`src/rtl/subst_code_tx.sv`:
```
// subst_code_tx: transmitter for the noun-class code interface.
// Queues 2-bit noun-class requests in a small FIFO and drives the 4-bit class
// code on a,b,c,d (a = MSB). After the receiver raises ready, it pulses ok for
// one cycle. It also tracks a mirror of the receiver's 4-state classifier.
//
// Ports:
//   clock, reset           rising-edge clock, synchronous active-high reset
//   req_valid, req_class   request input (0 concreto, 1 abstrato, 2 nomep, 3 nota_inv)
//   req_ready              FIFO not full
//   a, b, c, d, ok         code bits and one-cycle code-valid strobe
//   ready                  receiver can accept a code
//   mirror_state           mirrored receiver state (0 zero .. 3 three)
//   fim                    one-cycle pulse after the mirror wraps three -> zero
//   err                    sticky flag: a code did not advance the mirror
//   fifo_count             number of queued entries
//
// Build option: when SUBST_STRICT_ORDER_EN is defined, a head entry that would
// not advance the mirror is dropped at DRIVE without an ok strobe.
module subst_code_tx #(
    parameter int unsigned DEPTH      = 4,
    parameter int unsigned GAP_CYCLES = 1
) (
    input  logic                     clock,
    input  logic                     reset,
    input  logic                     req_valid,
    input  logic [1:0]               req_class,
    output logic                     req_ready,
    output logic                     a,
    output logic                     b,
    output logic                     c,
    output logic                     d,
    output logic                     ok,
    input  logic                     ready,
    output logic [1:0]               mirror_state,
    output logic                     fim,
    output logic                     err,
    output logic [$clog2(DEPTH):0]   fifo_count
);

    localparam int unsigned AW = $clog2(DEPTH);
    localparam int unsigned CW = AW + 1;
    localparam int unsigned GW = (GAP_CYCLES > 1) ? $clog2(GAP_CYCLES) : 1;

    localparam logic [1:0] CONCRETO = 2'd0;
    localparam logic [1:0] NOTA_INV = 2'd3;
    localparam logic [1:0] M_ZERO   = 2'd0;
    localparam logic [1:0] M_ONE    = 2'd1;
    localparam logic [1:0] M_TWO    = 2'd2;
    localparam logic [1:0] M_THREE  = 2'd3;

    typedef enum logic [1:0] {IDLE, DRIVE, STROBE, GAP} state_t;

    state_t          state_q, state_d;
    logic [1:0]      mem_q [DEPTH];
    logic [AW-1:0]   wr_ptr_q, rd_ptr_q;
    logic [CW-1:0]   count_q, count_d;
    logic [1:0]      cls_q, cls_d;
    logic [3:0]      code_q, code_d;
    logic            ok_q, ok_d;
    logic [1:0]      mirror_q, mirror_d;
    logic            wrap_q, wrap_d;
    logic            fim_q, fim_d;
    logic            err_q, err_d;
    logic [GW-1:0]   gap_q, gap_d;

    logic            push, pop, drop;
    logic [1:0]      mirror_nxt;
    logic            head_bad;

    // Line code for each noun class.
    function automatic logic [3:0] code_of(input logic [1:0] cls);
        case (cls)
            2'd0:    code_of = 4'b0111;
            2'd1:    code_of = 4'b1001;
            2'd2:    code_of = 4'b1010;
            default: code_of = 4'b1100;
        endcase
    endfunction

    // Receiver classifier transition. States zero and one share rules; in
    // both, nota_inv leaves the state unchanged.
    function automatic logic [1:0] mirror_step(input logic [1:0] m, input logic [1:0] cls);
        case (m)
            M_ZERO, M_ONE: mirror_step = (cls == NOTA_INV) ? m : 2'(cls + 2'd1);
            M_TWO:         mirror_step = (cls == 2'd2) ? M_THREE : M_TWO;
            default:       mirror_step = (cls == NOTA_INV) ? M_ZERO : M_THREE;
        endcase
    endfunction

    assign push       = req_valid && req_ready;
    assign pop        = (state_q == IDLE) && (count_q != '0);
    assign mirror_nxt = mirror_step(mirror_q, cls_q);
    // In state one, concreto is a legal self-loop and is not an error.
    assign head_bad   = (mirror_nxt == mirror_q) && !((mirror_q == M_ONE) && (cls_q == CONCRETO));

`ifdef SUBST_STRICT_ORDER_EN
    assign drop = head_bad;
`else
    assign drop = 1'b0;
`endif

    // State register.
    always_ff @(posedge clock) begin
        if (reset) state_q <= IDLE;
        else       state_q <= state_d;
    end

    // Next-state logic.
    always_comb begin
        state_d = state_q;
        case (state_q)
            IDLE:    if (count_q != '0) state_d = DRIVE;
            DRIVE:   if (drop) state_d = IDLE;
                     else if (ready) state_d = STROBE;
            STROBE:  state_d = GAP;
            default: if (gap_q == GW'(GAP_CYCLES - 1)) state_d = IDLE;
        endcase
    end

    // Output and datapath next values.
    always_comb begin
        cls_d    = cls_q;
        code_d   = code_q;
        ok_d     = 1'b0;
        mirror_d = mirror_q;
        err_d    = err_q;
        wrap_d   = 1'b0;
        fim_d    = wrap_q;
        gap_d    = gap_q;
        count_d  = count_q + CW'(push) - CW'(pop);
        case (state_q)
            IDLE: begin
                if (pop) begin
                    cls_d  = mem_q[rd_ptr_q];
                    code_d = code_of(mem_q[rd_ptr_q]);
                end
            end
            DRIVE: begin
                if (drop) begin
                    code_d = 4'b0000;
                    err_d  = 1'b1;
                end else if (ready) begin
                    ok_d     = 1'b1;
                    mirror_d = mirror_nxt;
                    err_d    = err_q | head_bad;
                    wrap_d   = (mirror_q == M_THREE) && (mirror_nxt == M_ZERO);
                end
            end
            STROBE: begin
                code_d = 4'b0000;
                gap_d  = '0;
            end
            default: gap_d = gap_q + GW'(1);
        endcase
    end

    // Datapath and FIFO registers.
    always_ff @(posedge clock) begin
        if (reset) begin
            wr_ptr_q <= '0;
            rd_ptr_q <= '0;
            count_q  <= '0;
            cls_q    <= '0;
            code_q   <= '0;
            ok_q     <= 1'b0;
            mirror_q <= M_ZERO;
            wrap_q   <= 1'b0;
            fim_q    <= 1'b0;
            err_q    <= 1'b0;
            gap_q    <= '0;
        end else begin
            if (push) begin
                mem_q[wr_ptr_q] <= req_class;
                wr_ptr_q        <= wr_ptr_q + AW'(1);
            end
            if (pop) rd_ptr_q <= rd_ptr_q + AW'(1);
            count_q  <= count_d;
            cls_q    <= cls_d;
            code_q   <= code_d;
            ok_q     <= ok_d;
            mirror_q <= mirror_d;
            wrap_q   <= wrap_d;
            fim_q    <= fim_d;
            err_q    <= err_d;
            gap_q    <= gap_d;
        end
    end

    // Fullness comes from the registered count, so a pop in the same cycle
    // does not re-open the input.
    assign req_ready    = (count_q != CW'(DEPTH));
    assign {a, b, c, d} = code_q;
    assign ok           = ok_q;
    assign mirror_state = mirror_q;
    assign fim          = fim_q;
    assign err          = err_q;
    assign fifo_count   = count_q;

endmodule

```
`config.mk`:
```
export PLATFORM = sky130hd
export DESIGN_NAME = subst_code_tx
export DESIGN_NICKNAME = d
export VERILOG_FILES = /design/src/rtl/subst_code_tx.sv
export SDC_FILE = /design/constraint.sdc
export NUM_CORES = 1
export LEC_CHECK = 0
export ABC_AREA = 1
export CAP_MARGIN = 0
export CORE_ASPECT_RATIO = 1.2
export CORE_MARGIN = 3
export CORE_UTILIZATION = 32
export CTS_CLUSTER_DIAMETER = 200
export DETAILED_ROUTE_END_ITERATION = 7
export HOLD_SLACK_MARGIN = 0.06
export RECOVER_POWER = 25
export SLEW_MARGIN = 20
export SYNTH_ARGS = -nofsm -noshare
export SYNTH_HDL_FRONTEND = slang
export SYNTH_SLANG_ARGS = --single-unit
```
`constraint.sdc`:
```
create_clock -name clock -period 1.9 [get_ports clock]
set_input_delay 0.285 -clock clock [delete_from_list [all_inputs] [get_ports clock]]
set_output_delay 0.285 -clock clock [all_outputs]
set_load 0.01 [all_outputs]
```
==> Slide: Implementation Results <==
Synthesis and Place & Route Summary

Run status
  • Status: finished clean

Clock tree
  • CTS tree: built
  • H-tree levels: 2
  • Cts repair resizes: 3
  • Clk root buf: clkbuf_8
  • Clock tree buffer depth: 2

Global route
  • Largest net degree at the start of global routing: 14
  • Number of global-route vias before repair: 1254
  • Total congestion overflow: 0

STA
  • Period minus WS final: 1900 ps
  • Worst rel slew slack: 82.3%
  • Setup-failing EPs final: 0
  • Peak Freq: 528 MHz
  • Worst setup slack after layout: 4.66 ps
  • RSZ-0062 raised after global routing: yes

Floorplanning
  • I/O pin total: 19
  • Die Height: 84.0 µm
  • Num rows: 27

Synthesis
  • Post-synth regs: 32
  • Mux share of post-synthesis cell area: 0%
  • Ys Warns: 0
  • Yosys xor share: 0.540%
  • Yosys stat area: 1620 µm²
  • Yosys Instances: 195
  • Yosys simple share: 18.9%
  • Register area share after synthesis: 44.4%

Worst setup path
  • CP max FO: 2
  • Cell Chain, Critical Path: inv_4, ha_4, inv_4, a31oi_4, ha_4, inv_4, ha_4, inv_2, fa_2, nor2_1
  • Worst endpoint required time: 2070 ps
  • CP endpoint kind: register
  • Arrival time worst endpoint: 2060 ps
  • Worst R2R End: fifo_count[1]
  • WP depth: 10
  • Setup crit end: fifo_count[1]
  • Critical path launch point type: register

Final layout
  • Top Layout Cells: 35 x nand2_1, 23 x inv_1, 21 x dfxtp_1, 18 x a21oi_1, 18 x nor2_1
  • Comb_multi_in: 125
  • Seq/total area: 34.5%
  • Largest class: multi-input combinational cells
  • Non-CTS inverters: 37
  • Cell area after layout: 2110 µm²
  • Seq_cells: 32
  • # fillers: 491
  • Antenna diodes: 0
  • Max reg flops: 8
  • Layout cells sized above 1: 19.9%
  • Area Overhead vs Synth: 30.1%

Route
  • DRT Pass-1 Iters: 4
  • Wire per inst: 10.4 µm
  • Highest metal used: met4
  • Met3 WL: 139 µm
  • DRC viols: 0

Job
  • Maxcap violations: 0
  • OpenROAD warning count: 40

Power
  • Pwr Total: 0.00333 W
  • Peak VDD IR: 0.000624 V
  • Lkg Pwr: 0.906 nW

Place
  • Dpl ws: -133 ps
  • Port-buffer cells: 18
  • Inst Count DP: 277

Hold path
  • HP Start: fim_d
[cell usage after synthesis (all sizes together)]
master,number,share of area [%]
nor4,1,0.39
a21oi,19,6.1
ha,18,14
nor2,19,4.6
fa,1,1.2
nor3,1,0.31
nand2,38,9.3
edfxtp,8,15
a31oi,1,1.3
dfxtp,24,30
clkbuf,1,0.23
inv,37,8.6
o21ai,13,4.2
a221oi,1,0.54
xnor2,1,0.54
nand3,11,4.0
nand4,1,0.39
[power by group]
part	switching [W]	internal (W)
Sequential	0.000134	0.000879
Combinational	0.000935	0.000765
Clock	0.000237	0.000381
Total	0.00131	0.00202
[layer usage]
metal  track usage (%)  up-vias
met5                 0        -
met4              3.08        0
met3              3.86        5
met2              18.8       26
met1              13.0      566
li1                  -      691
Metal layers overlaid:
Scale bar: 20 µm.
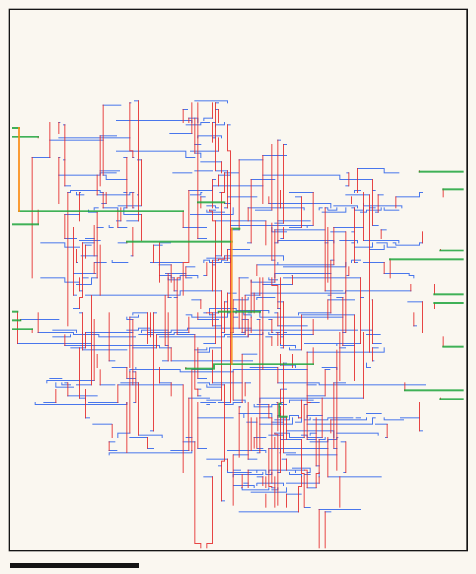
legend:
  M1:
    colour: blue
    wire_length: 1390 µm
  M3:
    colour: green
    wire_length: 140 µm
  M4:
    colour: orange
    wire_length: 34.0 µm
  M2:
    colour: red
    wire_length: 1430 µm
via count: 1288
gr usage total: 11.1%
routed wire length: 2.99 mm

Logic cells by family:
Scale bar: 20 µm.
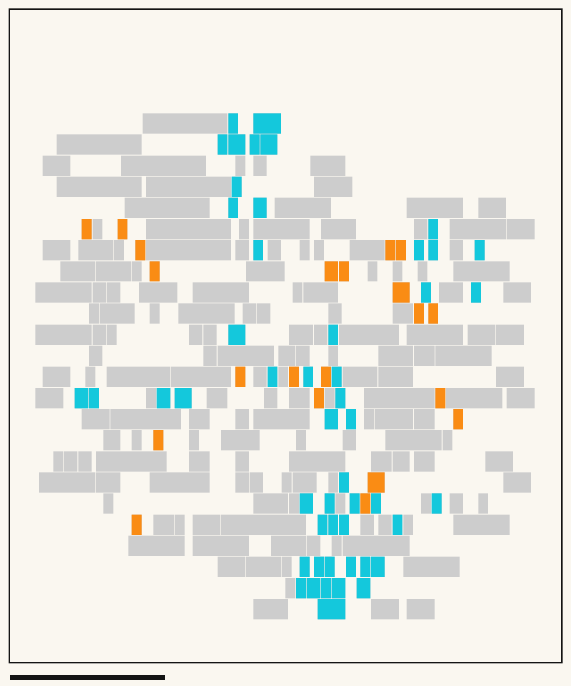
legend:
  nor cells:
    colour: orange
    cells: 21
  nand cells:
    colour: cyan
    cells: 50

Cell density map:
The die is cut into 7 by 8 equal tiles; dark blue is low, red is high, 0 to 100% covered.
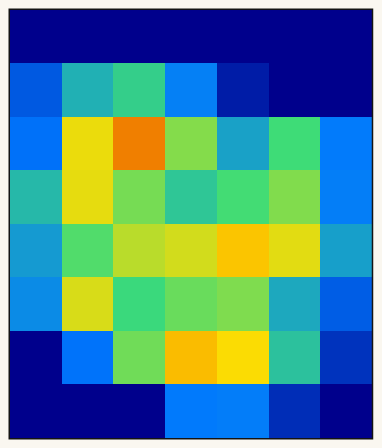
mean over tiles: 34%
emptiest ninth of the die: north-east
nearly empty tiles: 25%
densest ninth of the die: centre
tiles over 75% full: 5.4%
fullest tile: 86%
Initial Utilization: 34.3%
Core Util, Final: 44.6%
core area: 4730 µm²

Clock distribution:
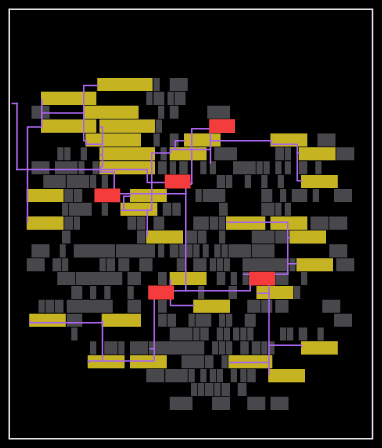
legend:
  clock wires:
    colour: purple
    length: 407 µm
  flip-flops:
    colour: yellow
    count: 32
  clock-net drivers:
    colour: red
    count: 5
routed clock nets: 6
clock skew: 2.47 ps
Skew-Pair Late Insertion Delay: 280 ps

Power figures rest on the tool's default switching activity, not on a simulated workload.
